[src/rtl/randist_sched_pkg.sv]
// Shared defaults and types for the randist request scheduler.
package randist_sched_pkg;

  localparam int unsigned NREQ_DEF  = 4;
  localparam int unsigned IDW_DEF   = 2;
  localparam int unsigned DEPTH_DEF = 16;
  localparam int unsigned CW_DEF    = 5;

  // IEEE-754 double 1.0
  localparam logic [63:0] ONE = 64'h3FF0_0000_0000_0000;

  // One returned sample tagged with the requester that owns it.
  typedef struct packed {
    logic [IDW_DEF-1:0] id;
    logic [63:0]        z;
  } res_t;

endpackage

[src/rtl/randist_sched_fifo.sv]
// Synchronous show-ahead FIFO; push and pop in the same cycle are legal at any fill level.
module rs_fifo #(
  parameter int unsigned WIDTH = 8,
  parameter int unsigned DEPTH = 16
) (
  input  logic             clk,
  input  logic             rst,
  input  logic             push_i,
  input  logic [WIDTH-1:0] din_i,
  input  logic             pop_i,
  output logic [WIDTH-1:0] dout_o,
  output logic             empty_o
);

  localparam int unsigned AW = (DEPTH > 1) ? $clog2(DEPTH) : 1;

  logic [WIDTH-1:0] mem_q [DEPTH];
  logic [AW-1:0]    wr_q, rd_q;
  logic [AW:0]      cnt_q;
  logic             full, do_push, do_pop;

  function automatic logic [AW-1:0] ptr_next(input logic [AW-1:0] p);
    return (p == AW'(DEPTH - 1)) ? '0 : p + 1'b1;
  endfunction

  assign empty_o = (cnt_q == '0);
  assign full    = (cnt_q == (AW+1)'(DEPTH));
  assign do_pop  = pop_i & ~empty_o;
  // A pop in the same cycle frees the slot, so a push at full is still accepted.
  assign do_push = push_i & (~full | do_pop);
  assign dout_o  = mem_q[rd_q];

  // Storage array, no reset needed.
  always_ff @(posedge clk) begin
    if (do_push) mem_q[wr_q] <= din_i;
  end

  // Pointers and occupancy.
  always_ff @(posedge clk) begin
    if (rst) begin
      wr_q  <= '0;
      rd_q  <= '0;
      cnt_q <= '0;
    end else begin
      if (do_push) wr_q <= ptr_next(wr_q);
      if (do_pop)  rd_q <= ptr_next(rd_q);
      case ({do_push, do_pop})
        2'b10:   cnt_q <= cnt_q + 1'b1;
        2'b01:   cnt_q <= cnt_q - 1'b1;
        default: cnt_q <= cnt_q;
      endcase
    end
  end

endmodule

[src/rtl/randist_sched.sv]
// Round-robin scheduler sharing one randist datapath among NREQ requesters,
// with credit-limited issue and id-tagged, buffered result return.
module randist_sched
  import randist_sched_pkg::*;
#(
  parameter int unsigned NREQ  = NREQ_DEF,
  parameter int unsigned IDW   = IDW_DEF,
  parameter int unsigned DEPTH = DEPTH_DEF,
  parameter int unsigned CW    = CW_DEF
) (
  input  logic            clk,
  input  logic            rst,
  input  logic            en,
  input  logic [NREQ-1:0] req,
  output logic [NREQ-1:0] gnt,
  input  logic            u_valid,
  output logic            u_ready,
  input  logic [63:0]     u1,
  input  logic [63:0]     u2,
  output logic            dp_pushin,
  output logic [63:0]     dp_u1,
  output logic [63:0]     dp_u2,
  input  logic            dp_pushout,
  input  logic [63:0]     dp_z,
  output logic            zout_valid,
  input  logic            zout_ready,
  output logic [63:0]     zout,
  output logic [IDW-1:0]  zout_id,
  output logic [CW-1:0]   outstanding,
  output logic            err
);

  logic [IDW-1:0] rr_q;
  logic [IDW-1:0] sel_idx;
  logic           any_req;
  int unsigned    cand;
  logic           issue;
  logic [CW-1:0]  out_q;
  logic           err_q, pushin_q;
  logic [63:0]    u1_q, u2_q;

  logic [IDW-1:0] tag_head;
  logic           tag_empty;
  logic           res_push, res_empty, out_pop;
  res_t           res_in, res_head;

  // Round-robin search upward from the slot after the last grant.
  always_comb begin
    sel_idx = '0;
    any_req = 1'b0;
    cand    = 0;
    for (int unsigned k = 1; k <= NREQ; k++) begin
      cand = (int'(rr_q) + k) % NREQ;
      if (!any_req && req[cand[IDW-1:0]]) begin
        any_req = 1'b1;
        sel_idx = cand[IDW-1:0];
      end
    end
  end

  assign issue   = ~rst & en & any_req & u_valid & (out_q < CW'(DEPTH));
  assign u_ready = issue;

  // One-hot grant for the selected requester on an issue cycle.
  always_comb begin
    gnt = '0;
    if (issue) gnt[sel_idx] = 1'b1;
  end

  assign out_pop  = ~res_empty & zout_ready;
  assign res_push = dp_pushout & ~tag_empty;
  assign res_in   = '{id: tag_head, z: dp_z};

  rs_fifo #(.WIDTH(IDW), .DEPTH(DEPTH)) u_tag_fifo (
    .clk     (clk),
    .rst     (rst),
    .push_i  (issue),
    .din_i   (sel_idx),
    .pop_i   (dp_pushout),
    .dout_o  (tag_head),
    .empty_o (tag_empty)
  );

  rs_fifo #(.WIDTH($bits(res_t)), .DEPTH(DEPTH)) u_res_fifo (
    .clk     (clk),
    .rst     (rst),
    .push_i  (res_push),
    .din_i   (res_in),
    .pop_i   (out_pop),
    .dout_o  (res_head),
    .empty_o (res_empty)
  );

  // Arbitration pointer, datapath launch registers, credits and sticky error.
  always_ff @(posedge clk) begin
    if (rst) begin
      rr_q     <= IDW'(NREQ - 1);
      pushin_q <= 1'b0;
      u1_q     <= '0;
      u2_q     <= '0;
      out_q    <= '0;
      err_q    <= 1'b0;
    end else begin
      pushin_q <= issue;
      if (issue) begin
        rr_q <= sel_idx;
        u1_q <= u1;
        u2_q <= u2;
      end
      case ({issue, out_pop})
        2'b10:   out_q <= out_q + 1'b1;
        2'b01:   out_q <= out_q - 1'b1;
        default: out_q <= out_q;
      endcase
      if (dp_pushout && tag_empty) err_q <= 1'b1;
    end
  end

  assign dp_pushin   = pushin_q;
  assign dp_u1       = u1_q;
  assign dp_u2       = u2_q;
  assign zout_valid  = ~res_empty;
  assign zout        = res_head.z;
  assign zout_id     = res_head.id;
  assign outstanding = out_q;
  assign err         = err_q;

endmodule

[config.mk]
export PLATFORM = sky130hd
export DESIGN_NAME = randist_sched
export DESIGN_NICKNAME = d
export VERILOG_FILES = /design/src/rtl/randist_sched_pkg.sv /design/src/rtl/randist_sched_fifo.sv /design/src/rtl/randist_sched.sv
export SDC_FILE = /design/constraint.sdc
export NUM_CORES = 1
export LEC_CHECK = 0
export CAP_MARGIN = 20
export CORE_MARGIN = 3
export CORE_UTILIZATION = 46
export DETAILED_ROUTE_END_ITERATION = 6
export MAX_ROUTING_LAYER = met4
export PLACE_DENSITY = 0.66
export RECOVER_POWER = 50
export SLEW_MARGIN = 20
export SYNTH_ARGS = -nofsm -noshare
export SYNTH_HDL_FRONTEND = slang
export SYNTH_SLANG_ARGS = --single-unit
[constraint.sdc]
create_clock -name clk -period 8.47 [get_ports clk]
set_clock_uncertainty 0.05 [all_clocks]
set_input_delay 1.694 -clock clk [delete_from_list [all_inputs] [get_ports clk]]
set_output_delay 1.694 -clock clk [all_outputs]
set_load 0.01 [all_outputs]
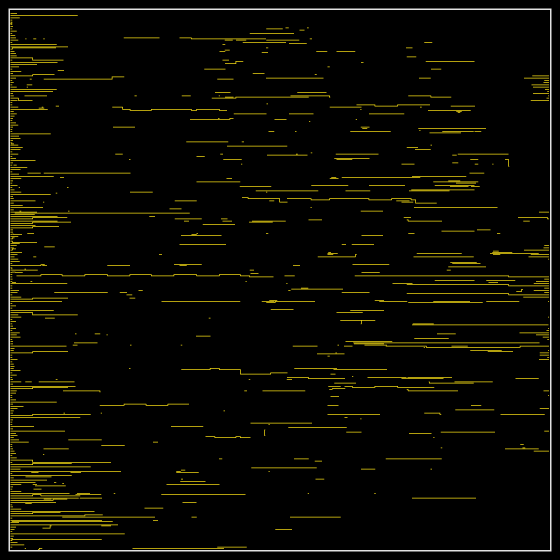
Run 1: metal 3
The layer carries 8310 µm of wire. The longest straight run is 113 µm. The wires run mostly horizontal.
total wire length: 113000 µm
met3 Use GR: 5.41%

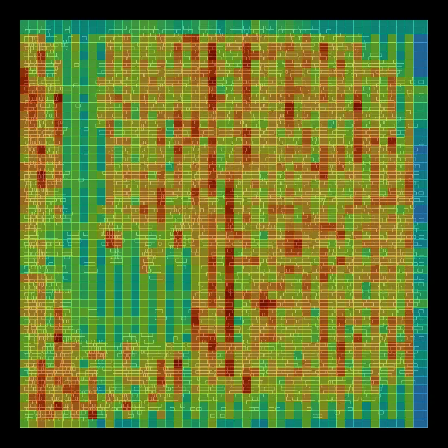
Run 1: congestion heat map
grt met2 use: 35.2%
gr busiest metal: met2
global-route usage over all layers: 21.8%
Final Core Density: 56.4%

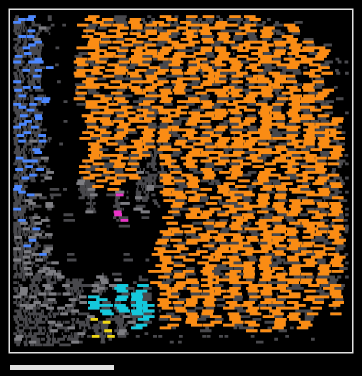
Run 1: sequential cells grouped by signal name
The bar under the picture is 100 µm long.
Key: cyan = u_tag_fifo.mem_q [sequential cells 32]; yellow = u_tag_fifo.cnt_q [sequential cells 5, where lower left]; magenta = u_res_fifo.rd_q [sequential cells 4]; blue = dp_u1 [sequential cells 64]; orange = u_res_fifo.mem_q [sequential cells 1056]
Another 98 sequential cells are not colored.
Seq power: 0.00730 W
fraction of area in registers: 62.4%
Flop area: 0.0361 mm²

==> changes_impl.md, run 1 <==
### Implementation results

* Status: finished, violations left
* Failing checks: max-capacitance violations, max-slew violations
* Sw Share at 25.4%
* Tool Warnings at 39
* Reg with most FFs: u_res_fifo.mem_q
* Main area contributors: edfxtp_1 (68%), mux4_2 (16%), dfxtp_1 (7.1%)
* Post-synth regs at 1259
* Sequential-to-total area share from yosys stat at 75.3%
* Peak VDD IR at 0.189 mV
* Gate Area at 0.0112 mm²
* Clk pwr share at 34.7%
* Relative slew slack at -83.9%
* Area post-placement at 0.0535 mm²
* Final Worst Setup Slack at 2.35 ns
* M1 GR Usage at 27.0%
* Max stage delay on crit path at 0.75 ns
* Via count at 24.2k
* Pleak at 18.9 nW
* Comb pwr share at 20.6%
* Internal power at 0.0122 W
* Top logic family: multiplexers
* Core footprint at 0.103 mm²
* Worst-case reg-to-reg path depth at 6
* WHS Endpoint: dp_u2[4]
* WL met3 at 8310 µm
* Cell family with most CP delay: buffers and inverters
* Std-Cell Rows at 117
* Non-clock buffer total of the final layout at 445
* Flip-flops with a built-in enable at 1088
* PwrDens at 282 mW/mm²
* Die X at 329 µm
* Yosys adder share at 0.674%
* Ports at 409
* Hold Crit Depth at 2
* First-pass GRT wire length at 168000 µm
* Ys Warns at 0
* Max-slew violation count at 75
* Layout Cells excl Fill at 4289
* Initial antenna violation count at 20
* Max Cap Viol at 2
* Port buffer count at 408
* Dominant cell area share at 68.2%
* CTS tree: built
* Post-synth area from yosys stat at 0.0479 mm²
* Top cells by count: edfxtp_1 (1088), mux4_2 (340), nand2_1 (278)
* Clk sinks at 1259
* Worst-path clk slew at 0.06 ns
* MI comb cells at 951
Run 1, the metal 2 layer:
The bar under the picture is 100 µm long.
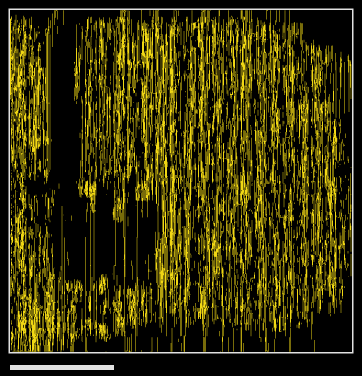

==> run 2, diff against run 1 <==
- PLACE_DENSITY: 0.66 -> 0.68
- clock period: 8.47 -> 5.29 ns (I/O delays scaled with it)
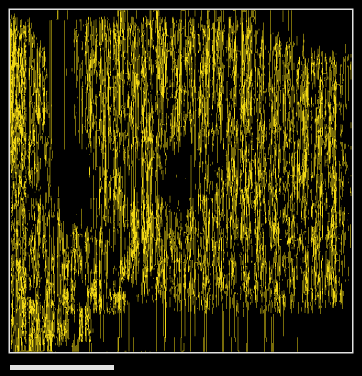
Run 2: the metal 2 layer
The bar under the picture is 100 µm long.
The wires run mostly vertical. 2776 nets have wire on it. The longest straight run is 143 µm.
grt met2 use: 36.2%
via count: 24.3k
total wire length: 114000 µm

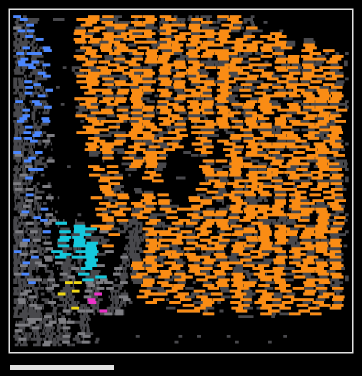
Run 2: sequential cells grouped by signal name
The bar under the picture is 100 µm long.
Seq power: 0.0116 W
Final Core Density: 56.8%
fraction of area in registers: 62.0%

==> run 2 against run 1 <==
Effect of this change:
- the run now ends clean
- hold slack gained 0.00058 ns
- first-iteration DRC count grew 4.2%
- total power grew 60%
- sequential power grew 59%
- non-clock buffer count grew 22
- via count grew 0.58%
- synthesized cell count is the same
- final area grew 0.76%
- combinational power grew 62%
- critical path type unchanged
- largest power group unchanged
- highest routed layer unchanged
==> changes_impl.md, run 2 <==
### Implementation results

* Status: completed
* Main area contributors: edfxtp_1 (68%), mux4_2 (16%), dfxtp_1 (7.1%)
* Flip-flops with a built-in enable at 1088
* Gr busiest metal: met2
* Sequential-to-total area share from yosys stat at 75.3%
* Max Cap Viol at 0
* Hold Crit Depth at 2
* Global-route usage over all layers at 22.0%
* Ys Warns at 0
* Initial antenna violation count at 23
* Area post-placement at 0.0540 mm²
* Max stage delay on crit path at 0.69 ns
* Worst-path clk slew at 0.06 ns
* Peak VDD IR at 0.293 mV
* Cell family with most CP delay: buffers and inverters
* Post-synth area from yosys stat at 0.0479 mm²
* Top logic family: multiplexers
* PwrDens at 450 mW/mm²
* WHS Endpoint: dp_u2[57]
* Worst-case reg-to-reg path depth at 12
* Ports at 409
* M1 GR Usage at 27.6%
* Clk pwr share at 34.9%
* WL met3 at 7680 µm
* Yosys adder share at 0.674%
* First-pass GRT wire length at 169000 µm
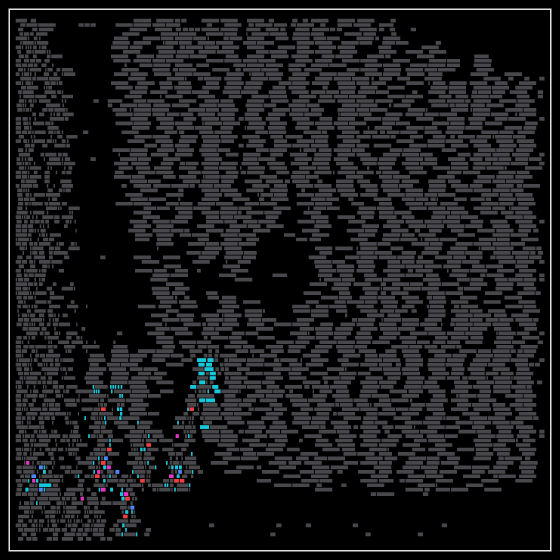
Run 2: selected gate families
Key: red = xor and xnor cells [cells 11, where lower left]; cyan = nor cells [cells 86, where lower left]; blue = non-inverting ao/oa cells [cells 7, where lower left]; magenta = and/or cells [cells 9, where lower left]
most used logic cell in the final layout: edfxtp_1
Comb area share: 19.2%
Layout Cells excl Fill: 4313

Run 2, congestion heat map:
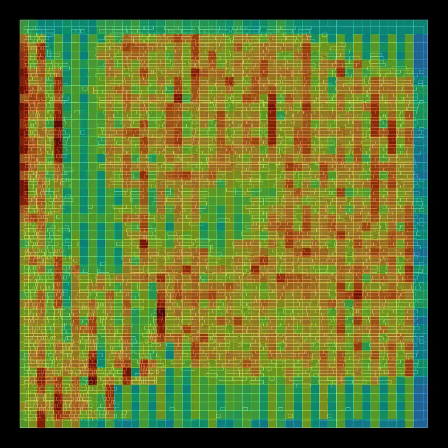

==> run 3, diff against run 2 <==
- CORE_ASPECT_RATIO: default -> 0.75
- SKIP_LAST_GASP: default -> 1
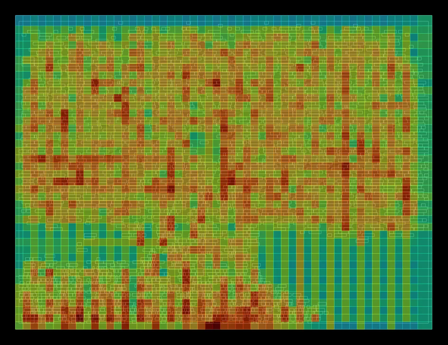
Run 3: congestion heat map
M1 GR Usage: 28.9%
grt met2 use: 32.9%
wire length per cell: 26.5 µm
global-route usage over all layers: 21.6%

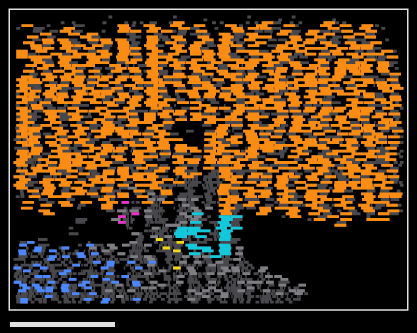
Run 3: sequential cells grouped by signal name
The bar under the picture is 100 µm long.
Key: magenta = u_res_fifo.rd_q [sequential cells 4]; orange = u_res_fifo.mem_q [sequential cells 1056]; yellow = u_tag_fifo.cnt_q [sequential cells 5, where bottom center]; blue = dp_u1 [sequential cells 64, where lower left]; cyan = u_tag_fifo.mem_q [sequential cells 32, where bottom center]
fraction of area in registers: 62.7%
Final Core Density: 56.3%

==> run 3 against run 2 <==
Effect of this change:
- the run now ends with max-capacitance violations, max-slew violations left
- sequential share of layout area increased by 0.75 points
- sequential cell count unchanged
- critical path depth decreased by 3
- critical path type is now flip-flop to primary output
- critical endpoint is now zout[37]
- highest routed layer unchanged
==> changes_impl.md, run 3 <==
### Implementation results

* Max Cap Viol at 2
* Max-slew violation count at 142
* Dominant cell area share at 68.2%
* Reg with most FFs: u_res_fifo.mem_q
* Main area contributors: edfxtp_1 (68%), mux4_2 (16%), dfxtp_1 (7.1%)
* Flip-flops with a built-in enable at 1088
* Total wire length at 113000 µm
* Failing checks: max-capacitance violations, max-slew violations
* WL met3 at 8960 µm
* Internal power at 0.0188 W
* Die X at 379 µm
* Sw Share at 25.7%
* Post-synth area from yosys stat at 0.0479 mm²
* WHS Endpoint: dp_u1[40]
* Port buffer count at 408
* Top logic family: multiplexers
* Gate Area at 0.0112 mm²
* Status: finished, violations left
* Yosys adder share at 0.674%
* Gr busiest metal: met2
* First-pass GRT wire length at 167000 µm
* Seq power at 0.0116 W
* CTS tree: built
* Met3 Use GR at 5.93%
* Ports at 409
* Cell family with most CP delay: multiplexers
* Max stage delay on crit path at 0.86 ns
* Core footprint at 0.102 mm²
* MI comb cells at 951
* Peak VDD IR at 0.382 mV
* Post-synth regs at 1259
* Worst-case reg-to-reg path depth at 12
* Pleak at 18.7 nW
* Hold Crit Depth at 2
* Tool Warnings at 33
* Comb pwr share at 22.0%
* Non-clock buffer total of the final layout at 465
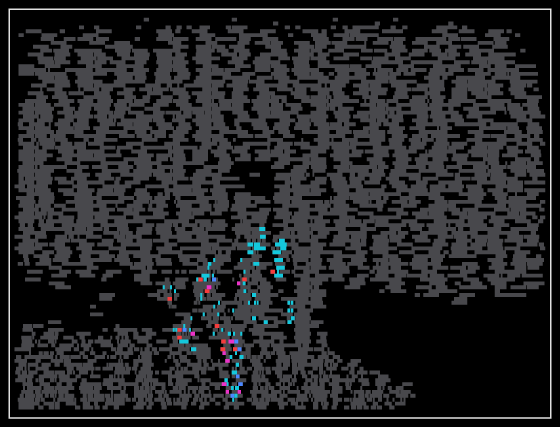
Run 3: selected gate families
Key: cyan = nor cells [cells 86]; magenta = and/or cells [cells 9, where bottom center]; blue = non-inverting ao/oa cells [cells 7, where bottom center]; red = xor and xnor cells [cells 11]
Layout Cells excl Fill: 4265
Comb area share: 19.5%

Power and IR drop assume default switching activity.
